$ cat config.mk
export PLATFORM = sky130hd
export DESIGN_NAME = i2c_bus_watchdog_flat
export DESIGN_NICKNAME = d
export VERILOG_FILES = /design/src/rtl/i2c_bus_watchdog_if.sv /design/src/rtl/i2c_bus_watchdog.sv /design/src/flat_wrapper.sv
export SDC_FILE = /design/constraint.sdc
export NUM_CORES = 1
export LEC_CHECK = 0
export CORE_AREA = 2 2 88 90
export DETAILED_ROUTE_END_ITERATION = 10
export DIE_AREA = 0 0 90 92
export GPL_TIMING_DRIVEN = 0
export PLACE_DENSITY = 0.63
export SLEW_MARGIN = 20
export SYNTH_ARGS = -nofsm -noshare
export SYNTH_HDL_FRONTEND = slang
export SYNTH_SLANG_ARGS = --single-unit
export TNS_END_PERCENT = 100
$ cat constraint.sdc
create_clock -name clk -period 4.3 [get_ports clk]
set_input_delay 0.645 -clock clk [delete_from_list [all_inputs] [get_ports clk]]
set_output_delay 0.645 -clock clk [all_outputs]
set_load 0.02 [all_outputs]
$ cat src/rtl/i2c_bus_watchdog_if.sv
// i2c_bus_watchdog_if: monitored bus inputs plus the watchdog's recovery and status outputs
interface i2c_bus_watchdog_if;
  logic       enable;
  logic       sda_out;
  logic       scl;
  logic       clr_status;
  logic       rst_i2c_n;
  logic       busy;
  logic       timeout_flag;
  logic [7:0] timeout_count;
  logic       scl_stuck;
  modport slave (
    input  enable, sda_out, scl, clr_status,
    output rst_i2c_n, busy, timeout_flag, timeout_count, scl_stuck
  );
  modport master (
    output enable, sda_out, scl, clr_status,
    input  rst_i2c_n, busy, timeout_flag, timeout_count, scl_stuck
  );
endinterface

$ cat src/rtl/i2c_bus_watchdog.sv
// i2c_bus_watchdog: recovers a stuck-low slave SDA drive with a timed reset pulse and flags stuck-low SCL
module i2c_bus_watchdog #(
  parameter int TIMEOUT_CYCLES     = 32000,
  parameter int SCL_TIMEOUT_CYCLES = 32000,
  parameter int RST_PULSE_CYCLES   = 16,
  parameter int HOLDOFF_CYCLES     = 64,
  parameter int SYNC_STAGES        = 2
) (
  input logic               clk,
  input logic               rst_n,
  i2c_bus_watchdog_if.slave bus
);
  localparam int PH_MAX = RST_PULSE_CYCLES > HOLDOFF_CYCLES ? RST_PULSE_CYCLES : HOLDOFF_CYCLES;
  localparam int SW     = $clog2(TIMEOUT_CYCLES);
  localparam int CW     = $clog2(SCL_TIMEOUT_CYCLES);
  localparam int PW     = $clog2(PH_MAX + 1);
  typedef enum logic [1:0] {MONITOR, PULSE, HOLDOFF} state_t;
  state_t                 r_state;
  logic [SYNC_STAGES-1:0] r_sda_sync;
  logic [SYNC_STAGES-1:0] r_scl_sync;
  logic [SW-1:0]          r_sda_cnt;
  logic [CW-1:0]          r_scl_cnt;
  logic [PW-1:0]          r_phase;
  logic                   r_rst_i2c_n;
  logic                   r_busy;
  logic                   r_flag;
  logic                   r_scl_stuck;
  logic [7:0]             r_count;
  logic                   w_sda_s;
  logic                   w_scl_s;
  logic                   w_sda_low;
  logic                   w_trip;
  logic                   w_scl_set;
  assign w_sda_s   = r_sda_sync[SYNC_STAGES-1];
  assign w_scl_s   = r_scl_sync[SYNC_STAGES-1];
  assign w_sda_low = !w_sda_s && bus.enable;
  assign w_trip    = r_state == MONITOR && w_sda_low && r_sda_cnt == SW'(TIMEOUT_CYCLES - 1);
  assign w_scl_set = !w_scl_s && r_scl_cnt == CW'(SCL_TIMEOUT_CYCLES - 1);
  assign bus.rst_i2c_n     = r_rst_i2c_n;
  assign bus.busy          = r_busy;
  assign bus.timeout_flag  = r_flag;
  assign bus.timeout_count = r_count;
  assign bus.scl_stuck     = r_scl_stuck;
  // Synchronisers idle high so reset never looks like a stuck bus
  always_ff @(posedge clk or negedge rst_n)
    if (!rst_n) begin
      r_sda_sync <= '1;
      r_scl_sync <= '1;
    end else begin
      r_sda_sync <= {r_sda_sync[SYNC_STAGES-2:0], bus.sda_out};
      r_scl_sync <= {r_scl_sync[SYNC_STAGES-2:0], bus.scl};
    end
  // sda_cnt only advances in MONITOR; it is zeroed on a trip and stays zero through PULSE/HOLDOFF
  always_ff @(posedge clk or negedge rst_n)
    if (!rst_n) begin
      r_state     <= MONITOR;
      r_sda_cnt   <= '0;
      r_phase     <= '0;
      r_rst_i2c_n <= 1'b1;
      r_busy      <= 1'b0;
    end else begin
      case (r_state)
        MONITOR: begin
          r_sda_cnt <= w_sda_low && !w_trip ? r_sda_cnt + 1'b1 : '0;
          if (w_trip) begin
            r_state     <= PULSE;
            r_rst_i2c_n <= 1'b0;
            r_busy      <= 1'b1;
            r_phase     <= '0;
          end
        end
        PULSE:
          if (r_phase == PW'(RST_PULSE_CYCLES - 1)) begin
            r_state     <= HOLDOFF;
            r_rst_i2c_n <= 1'b1;
            r_phase     <= '0;
          end else
            r_phase <= r_phase + 1'b1;
        HOLDOFF:
          if (r_phase == PW'(HOLDOFF_CYCLES - 1)) begin
            r_state <= MONITOR;
            r_busy  <= 1'b0;
            r_phase <= '0;
          end else
            r_phase <= r_phase + 1'b1;
        default: r_state <= MONITOR;
      endcase
    end
  // A trip or SCL set in the same cycle as clr_status wins over the clear
  always_ff @(posedge clk or negedge rst_n)
    if (!rst_n) begin
      r_scl_cnt   <= '0;
      r_flag      <= 1'b0;
      r_count     <= '0;
      r_scl_stuck <= 1'b0;
    end else begin
      r_scl_cnt   <= w_scl_s ? '0 : r_scl_cnt == CW'(SCL_TIMEOUT_CYCLES - 1) ? r_scl_cnt : r_scl_cnt + 1'b1;
      r_flag      <= w_trip | (r_flag & ~bus.clr_status);
      r_scl_stuck <= w_scl_set | (r_scl_stuck & ~bus.clr_status);
      r_count     <= w_trip ? (bus.clr_status ? 8'd1 : r_count + {7'd0, r_count != 8'hFF})
                            : bus.clr_status ? 8'd0 : r_count;
    end
endmodule

$ cat src/flat_wrapper.sv
// flat-port wrapper written by rule: the top's interface ports become plain ports
module i2c_bus_watchdog_flat 
#(
  parameter int TIMEOUT_CYCLES     = 32000,
  parameter int SCL_TIMEOUT_CYCLES = 32000,
  parameter int RST_PULSE_CYCLES   = 16,
  parameter int HOLDOFF_CYCLES     = 64,
  parameter int SYNC_STAGES        = 2
)
  (clk, rst_n, bus_enable, bus_sda_out, bus_scl, bus_clr_status, bus_rst_i2c_n, bus_busy, bus_timeout_flag, bus_timeout_count, bus_scl_stuck);
  i2c_bus_watchdog_if bus_i ();
  input logic clk;
  input logic rst_n;
  input wire logic [$bits(bus_i.enable)-1:0] bus_enable;
  input wire logic [$bits(bus_i.sda_out)-1:0] bus_sda_out;
  input wire logic [$bits(bus_i.scl)-1:0] bus_scl;
  input wire logic [$bits(bus_i.clr_status)-1:0] bus_clr_status;
  output wire logic [$bits(bus_i.rst_i2c_n)-1:0] bus_rst_i2c_n;
  output wire logic [$bits(bus_i.busy)-1:0] bus_busy;
  output wire logic [$bits(bus_i.timeout_flag)-1:0] bus_timeout_flag;
  output wire logic [$bits(bus_i.timeout_count)-1:0] bus_timeout_count;
  output wire logic [$bits(bus_i.scl_stuck)-1:0] bus_scl_stuck;
  assign bus_i.enable = bus_enable;
  assign bus_i.sda_out = bus_sda_out;
  assign bus_i.scl = bus_scl;
  assign bus_i.clr_status = bus_clr_status;
  assign bus_rst_i2c_n = bus_i.rst_i2c_n;
  assign bus_busy = bus_i.busy;
  assign bus_timeout_flag = bus_i.timeout_flag;
  assign bus_timeout_count = bus_i.timeout_count;
  assign bus_scl_stuck = bus_i.scl_stuck;
  i2c_bus_watchdog #(.TIMEOUT_CYCLES(TIMEOUT_CYCLES), .SCL_TIMEOUT_CYCLES(SCL_TIMEOUT_CYCLES), .RST_PULSE_CYCLES(RST_PULSE_CYCLES), .HOLDOFF_CYCLES(HOLDOFF_CYCLES), .SYNC_STAGES(SYNC_STAGES)) u_core (.clk(clk), .rst_n(rst_n), .bus(bus_i));
endmodule
Fig. 1: cell area per tile
(3 px per um) The die is cut into 9 by 9 equal tiles; dark purple is low, yellow is high, 0 to 100% covered.
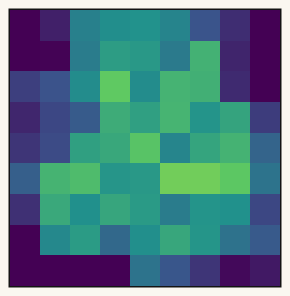
The densest ninth of the die: centre. The fullest tile reaches 78%. 3.7% of the tiles are over 75% full. The mean over all tiles is 38%.

Fig. 2: I/O nets highlighted
(4 px per um)
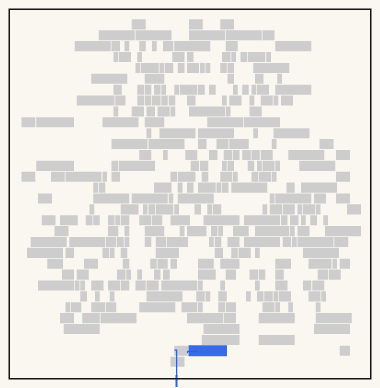
Blue stands for bus_sda_out, bits 1, direction input, edge bottom, end cells 1, buffers 1, wire 9.70 um.

Fig. 3: where the registers sit
(4 px per um) Other sequential cells in the stronger grey, the rest of the logic in the fainter grey.
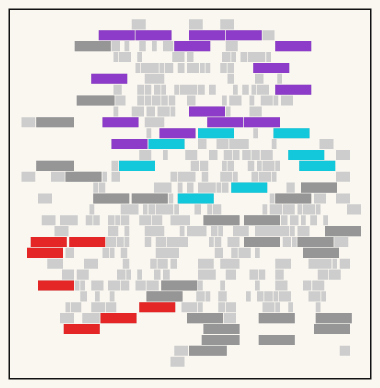
Purple stands for u_core.r_scl_cnt, sequential cells 15. Cyan stands for u_core.bus.timeout_count, sequential cells 8. Red stands for u_core.r_phase, sequential cells 7, where lower left.
Another 25 sequential cells are not coloured.

==> flow_summary.toml <==
# physical design summary
[run_status]
status = "finished clean"

[layout]
logic_area_um2 = 1400
area_delta_synth_final_pct = 13.5
fillers = 753

[setup_path]
critPathSlowestCell = "clkdlybuf4s50_1"
cp_max_fo = 3

[timing]
finalMaxSlewViolations = 0
min_period_ns = 2.11
rsz0062_at_grt = "false"

[die]
core_area_um2 = 7450
ios = 18
die_area_um2 = 8280

[routing]
via_per_inst = 5.15
ant_nets = 0

[placed_design]
port_buffers = 17
postPlaceCellArea_um2 = 3160

[pwr]
powerDensity_nw_per_um2 = 264
switching_share_pct = 22.6

[clocking]
h-tree-depth = 2
hold_buffers = 0
cts_tree = "done"
Fig. 4: gate families picked out
(4 px per um)
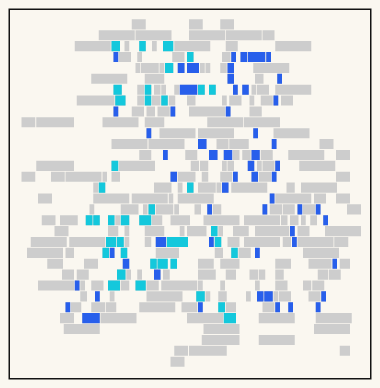
Blue stands for NOR gates, cells 58, most used nor2_1. Cyan stands for inverting AOI/OAI gates, cells 38, most used a21oi_1.

Fig. 5: the clock network
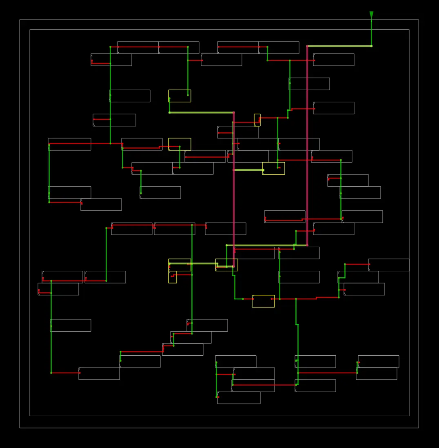
Flop Count: 55
Power Clock: 297 uW
clk sinks: 55
Late-Pin Clk Latency: 0.31 ns

-- how the worst max path moves through the flow --
| stage | start | to | slack (ns) | cells after the start |
|---|---|---|---|---|
| CTS | u_core.bus.rst_i2c_n | bus_rst_i2c_n | 2.16 | 1 |
| floorplan | u_core.r_sda_cnt[0] | u_core.r_phase[0] | 2.44 | 7 |
| detailed placement | bus_enable | u_core.r_phase[6] | 1.89 | 6 |
| global route | u_core.r_state[1] | u_core.r_sda_cnt[11] | 2.02 | 8 |
| global placement | rst_n | u_core.r_scl_cnt[1] | 0.84 | 1 |
| finish | u_core.bus.rst_i2c_n | bus_rst_i2c_n | 2.19 | 1 |
-- worst reg2reg max path, delay by kind of cell, from the launching register on --
kind / cells / cell delay (ns)
buffers and inverters: 2 / 0.26
adders and majority gates: 1 / 0.17
xor gates and xnor gates: 1 / 0.11
and+or+nand+nor: 4 / 1.03
DFF: 1 / 0.39
-- logic make-up (layout without fill, tap and decap cells) --
family                     after synthesis  after routing  share of synthesized area, %
buffers and inverters                   17             42                          2.89
xor gates and xnor gates                26             26                          7.96
and+or+nand+nor                        128            128                          24.5
muxes                                    2              2                         0.787
DFF                                     55             55                          48.3
AOI/OAI and AO/OA                       50             50                          12.0
adders and majority gates                8              8                          3.50
-- flip-flops by register name, indices dropped and copies added (netlist names) --
register                  flops
u_core.bus.busy               1
u_core.bus.rst_i2c_n          1
u_core.bus.scl_stuck          1
u_core.bus.timeout_count      8
u_core.bus.timeout_flag       1
u_core.r_phase                7
u_core.r_scl_cnt             15
u_core.r_scl_sync             2
u_core.r_sda_cnt             15
u_core.r_sda_sync             2
u_core.r_state                2
-- layout make-up --
| cell class | instances | area share (%) |
|---|---|---|
| clock inverters | 1 | 0.154 |
| flip-flops and latches | 55 | 42.6 |
| multi-input cells | 214 | 43.0 |
| plain buffers | 6 | 1.27 |
| clock buffers | 7 | 2.66 |
| well taps | 102 | 3.93 |
| repair buffers | 17 | 5.16 |
| inverters | 11 | 1.27 |
-- power by group through the flow --
stage / clock (mW) / sequential (mW) / combinational (mW)
2_1_floorplan: 0 / 0.538 / 0.0141
3_3_place_gp: 0 / 0.539 / 0.0333
3_5_place_dp: 0 / 0.539 / 0.0332
4_1_cts: 0.313 / 0.529 / 0.0332
5_1_grt: 0.334 / 0.530 / 0.0375
6_report: 0.297 / 0.529 / 0.0317
-- per-layer routing --
metal	up-vias	global-route usage, %	routed length, um
met5	-	0	0
met4	0	5.26	93
met3	7	2.96	137
met2	28	21.2	2360
met1	1034	21.5	2940
li1	1057	-	-
-- cell usage in the layout, fill, tap and decap left out, types with 6 or more instances in the layout --
cell type	n
and3_1	6
xnor2_1	21
ha_1	8
clkbuf_8	7
nand4_1	7
inv_1	11
dfrtp_1	50
nand3_1	13
nor3_1	12
clkdlybuf4s50_1	16
nor2_1	36
a21oi_1	13
nand2_1	23
o21ai_0	10
Power figures rest on the tool's default switching activity, not on a simulated workload.
